Design fp_div_special_case_unit, sky130hd; sources not shown.
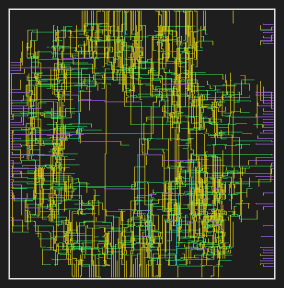
Fig. 1. Wiring by layer.
Scale: 2 px per um.
Key: purple = met3 [wire length 795 um]; green = met1 [wire length 5690 um]; yellow = met2 [wire length 7650 um]; cyan = met4 [wire length 301 um]
wirelength, routed: 14400 um
vias: 4369
routed wire length per instance: 16.3 um
total global routing track utilization: 16.6%

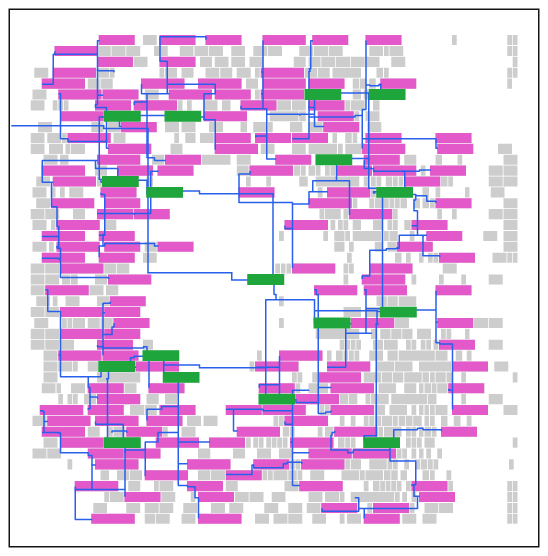
Fig. 2. Clock wires, drivers and flops.
Scale: 4 px per um.
Key: green = cells driving clock nets [count 17]; magenta = flip-flops [count 153]; blue = clock wires [length 1780 um]
There are 18 routed clock nets. Position of the flops: widely spread.
relative contribution of the clock network to total power: 29.8%
reported clock group power: 0.00298 W
Clock Skews: 9.37 ps

==> reports/highlights.md <==
* complete, but fails checks — run status
* setup timing — failing checks
* flip-flop to flip-flop — category of the critical setup timing path
* 42 — number of non-clock inverters
* 0 — number of routed nets with antenna violations
* sky130_fd_sc_hd__edfxtp_1 — biggest area consumer among synthesized cells
* 2550 ps — data arrival time of the critical path
* 38.0% — area growth from synthesis to layout
* 534 ps — transition at the pin with the smallest max-transition slack
* 0.00166 mm2 — comb. cell area
* 101% — fin crit share
* -29.3 ps — fin worst setup slack
* 2 — Setup violations, final
* 2 — maximum clock path buffer count
* simple AND/OR/NAND/NOR gates — prevailing logic family in the synthesized netlist
* 0.760 — gpl congestion
* 41.9% — core utilization at floorplan
* 4.93 — via density per instance
* sky130_fd_sc_hd__edfxtp_1 (36%), sky130_fd_sc_hd__dfrtp_1 (32%), sky130_fd_sc_hd__a22o_1 (6.4%) — Top area cell types
* 9.89% — share of layout cells above drive strength 1
* sky130_fd_sc_hd__dfrtp_1 — top flip-flop cell by instance count after synthesis
* 2520 ps — critical path data required time
* 770 — nets@finish
* 0.00327 W — Logic power comb
No activity file was given, so power comes from the tool's default toggle rates.
